Fig. 1: routing congestion map
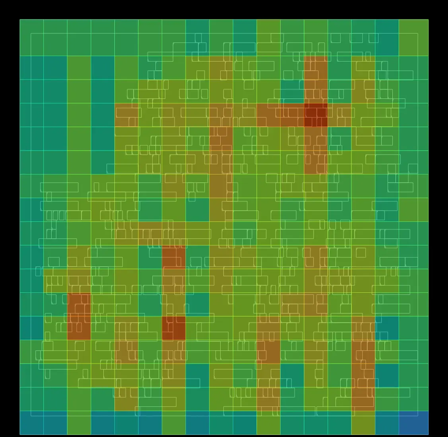
Fig. 2: a small window of the routed layout
Window x 44 to 74, y 21 to 51 um. Cells in gray, sequential cells in the stronger gray; small squares are vias.
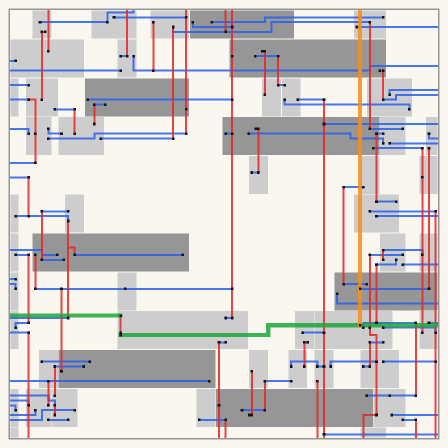
Fig. 3: wire density map
Scale: 3 px per um. 24 x 24 tiles, from white (low) to dark blue (high), scaled to the fullest tile. Values are wire area over tile area, all layers added.
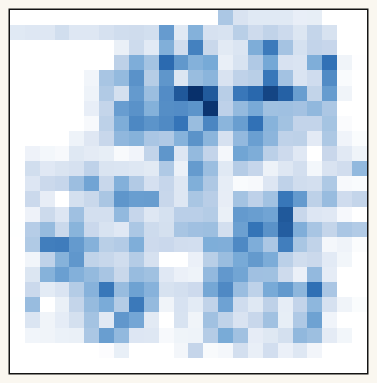
**config.mk**
```make
export PLATFORM = sky130hd
export DESIGN_NAME = run_ctrl
export DESIGN_NICKNAME = d
export VERILOG_FILES = /design/src/rtl/run_ctrl.sv
export SDC_FILE = /design/constraint.sdc
export NUM_CORES = 1
export LEC_CHECK = 0
export CAP_MARGIN = 20
export CORE_AREA = 3 3 116 118
export CTS_BUF_LIST = sky130_fd_sc_hd__clkbuf_16
export CTS_CLUSTER_DIAMETER = 150
export DETAILED_ROUTE_END_ITERATION = 10
export DIE_AREA = 0 0 119 121
export PLACE_DENSITY_LB_ADDON = 0.08
export SLEW_MARGIN = 20
export SYNTH_ARGS = -nofsm -noshare
export SYNTH_HDL_FRONTEND = slang
export SYNTH_SLANG_ARGS = --single-unit
```
**constraint.sdc**
```tcl
create_clock -name clk -period 2.02 [get_ports clk]
set_input_delay 0.404 -clock clk [delete_from_list [all_inputs] [get_ports clk]]
set_output_delay 0.404 -clock clk [all_outputs]
set_load 0.05 [all_outputs]
```
**src/rtl/run_ctrl.sv**
```systemverilog
// run_ctrl: front-panel control for a count-up timer.
// Debounces the start/pause and clear keys, separates short and long presses of
// clear, and runs the IDLE/RUN/PAUSE/DONE state machine that gates the seconds
// strobe into the digit chain.
module run_ctrl #(
  parameter int CLK_FREQ_KHZ  = 50000,
  parameter int DEBOUNCE_MS   = 20,
  parameter int LONG_PRESS_MS = 1000
) (
  input  logic       clk,
  input  logic       rst,
  input  logic [1:0] key_n,
  input  logic       tick_1s,
  input  logic       timeup,
  output logic       count_en,
  output logic       clr,
  output logic [1:0] state,
  output logic [1:0] key_press
);

  localparam int DEB_CYC  = CLK_FREQ_KHZ * DEBOUNCE_MS;
  localparam int LONG_CYC = CLK_FREQ_KHZ * LONG_PRESS_MS;
  localparam int DEB_W    = $clog2(DEB_CYC + 1);
  localparam int LONG_W   = $clog2(LONG_CYC + 1);

  localparam logic [DEB_W-1:0]  DEB_LAST  = DEB_W'(DEB_CYC - 1);
  localparam logic [LONG_W-1:0] LONG_LAST = LONG_W'(LONG_CYC - 1);
  localparam logic [LONG_W-1:0] LONG_MAX  = LONG_W'(LONG_CYC);

  typedef enum logic [1:0] {
    IDLE  = 2'd0,
    RUN   = 2'd1,
    PAUSE = 2'd2,
    DONE  = 2'd3
  } state_t;

  state_t state_q;
  state_t state_d;

  // The synchronizer stores the pressed level (inverted key_n) so that its
  // cleared value means "released".
  logic [1:0]       sync_a;
  logic [1:0]       sync_b;
  logic [1:0]       pressed;
  logic [1:0]       db;
  logic [1:0]       db_d;
  logic [DEB_W-1:0] deb_cnt [2];

  logic [LONG_W-1:0] hold_cnt;
  logic              long_fired;
  logic              long_evt;
  logic              short_evt;
  logic              clear_req;

  assign pressed   = sync_b;
  assign key_press = db & ~db_d;

  // Synchronize both keys and debounce each one with its own stability counter.
  always_ff @(posedge clk) begin
    if (rst) begin
      sync_a <= '0;
      sync_b <= '0;
      db     <= '0;
      db_d   <= '0;
      for (int i = 0; i < 2; i++) begin
        deb_cnt[i] <= '0;
      end
    end else begin
      sync_a <= ~key_n;
      sync_b <= sync_a;
      db_d   <= db;
      for (int i = 0; i < 2; i++) begin
        if (pressed[i] == db[i]) begin
          deb_cnt[i] <= '0;
        end else if (deb_cnt[i] == DEB_LAST) begin
          db[i]      <= pressed[i];
          deb_cnt[i] <= '0;
        end else begin
          deb_cnt[i] <= deb_cnt[i] + DEB_W'(1);
        end
      end
    end
  end

  // Long press fires once when the hold count passes through its last value;
  // the saturating counter guarantees it cannot fire again in the same press.
  assign long_evt  = db[1] && (hold_cnt == LONG_LAST);
  assign short_evt = db_d[1] && !db[1] && !long_fired;
  assign clear_req = long_evt || (short_evt && (state_q != RUN));

  // Measure how long the clear key has been held and remember a long press
  // until the key is released.
  always_ff @(posedge clk) begin
    if (rst) begin
      hold_cnt   <= '0;
      long_fired <= 1'b0;
    end else if (!db[1]) begin
      hold_cnt   <= '0;
      long_fired <= 1'b0;
    end else begin
      if (hold_cnt != LONG_MAX) begin
        hold_cnt <= hold_cnt + LONG_W'(1);
      end
      if (long_evt) begin
        long_fired <= 1'b1;
      end
    end
  end

  // Next-state logic: clear beats timeup, timeup beats start/pause.
  always_comb begin
    state_d = state_q;
    if (clear_req) begin
      state_d = IDLE;
    end else begin
      case (state_q)
        IDLE:    if (key_press[0]) state_d = RUN;
        RUN: begin
          if (timeup) begin
            state_d = DONE;
          end else if (key_press[0]) begin
            state_d = PAUSE;
          end
        end
        PAUSE:   if (key_press[0]) state_d = RUN;
        DONE:    state_d = DONE;
        default: state_d = IDLE;
      endcase
    end
  end

  // State register; clr is registered so it lines up with the first IDLE cycle.
  always_ff @(posedge clk) begin
    if (rst) begin
      state_q <= IDLE;
      clr     <= 1'b0;
    end else begin
      state_q <= state_d;
      clr     <= clear_req;
    end
  end

  assign count_en = tick_1s && (state_q == RUN);
  assign state    = state_q;

endmodule

```
==> run notes <==
fresh numbers from the pnr run: Design Area, Final=5101 um2, max FFs per register=40, # DRC=0, CTS max path bufs=2, Largest stage delay, worst path=520 ps, layout cells sized above 1=0.1550, number of max-cap violations=0, die height=121 um, initial antenna violation count=0, flop share of the area=0.3846, hold buffers post-CTS=0, I/O pin total=12, clock transition at the registers of the reported paths=60 ps, vias per cell=4.677, Layout non-clock buf frac=0.09517, Tapcells=172, CTS buffer count=9, Final #Nets=521, H-tree Lvls=3, TritonCTS clock tree=done, Chip Area, Yosys=3999 um2, MI comb area=2112 um2, reg2reg start=deb_cnt[0][15], port bufs=11, DR iter-0 viols=158, crit path max fanout=19, crit path DAT=2070 ps, final hold vios=0, sequential power=1.74 mW, Biggest register=deb_cnt, fin crit period=1983 ps, met1 wire length=4581 um, critical path buffer and inverter count=1, routability cong.=0.7979, row count=41, Initial Utilization=0.3182, DIE WIDTH=119 um, fraction of power consumed by combinational cells=0.040, Clock power frac=0.449, flop count=78, outcome=finished clean, Synth mux share=0.005006, Placeable Area=12,570 um2
## Picture notes: Fig. 1
met2 Use GR: 0.2006
wire per inst: 12.91 um
gr busiest metal: met2
Total Routing Usage GR: 0.1345
met3 Use GR: 0.04476

## Picture notes: Fig. 2
[met2] red
[met4] orange
[met1] blue
[met3] green
sequential cells in the window: 8
netlist names of flops here include: `deb_cnt` (6)
most frequent: conb_1 (7), edfxtp_1 (6), nor2_1 (5)
cells with their middle in the window: 41

## Picture notes: Fig. 3
mean over tiles: 0.096
fullest tile: 0.40
densest ninth of the die: top center
emptiest ninth of the die: upper left
nearly empty tiles: 23%
tiles over half the peak: 13%
vias: 3,218
drt total wl: 8882 um

## cell usage after synthesis, drive strengths merged (5+ instances only)
library cell	count
a21oi	30
and3	8
clkbuf	7
dfxtp	38
edfxtp	40
inv	13
nand2	30
nand3	24
nand4	13
nor2	44
nor2b	6
nor3	13
nor4	8
o21ai	25
o31ai	5
or3	19
or4	12
xnor2	25
xor2	10
## routing by layer
metal	GRT usage	vias up
li1	-	1685
met3	0.04476	9
met2	0.2006	38
met4	0.04345	0
met5	0	-
met1	0.1839	1486
## metrics by stage
step	std cells	total power, mW	utilization	hold slack (ps)	TNS (ps)
detailed placement	667	1.901	0.3797	429.4	0
finish	688	3.403	0.4059	456.3	0
global route	688	3.572	0.4059	467.8	-1203
CTS	683	3.468	0.4018	462.0	0
floorplan	454	1.836	-	413.8	-190.5
global placement	667	1.900	0.3797	432.0	0
Power figures rest on the tool's default switching activity, not on a simulated workload.
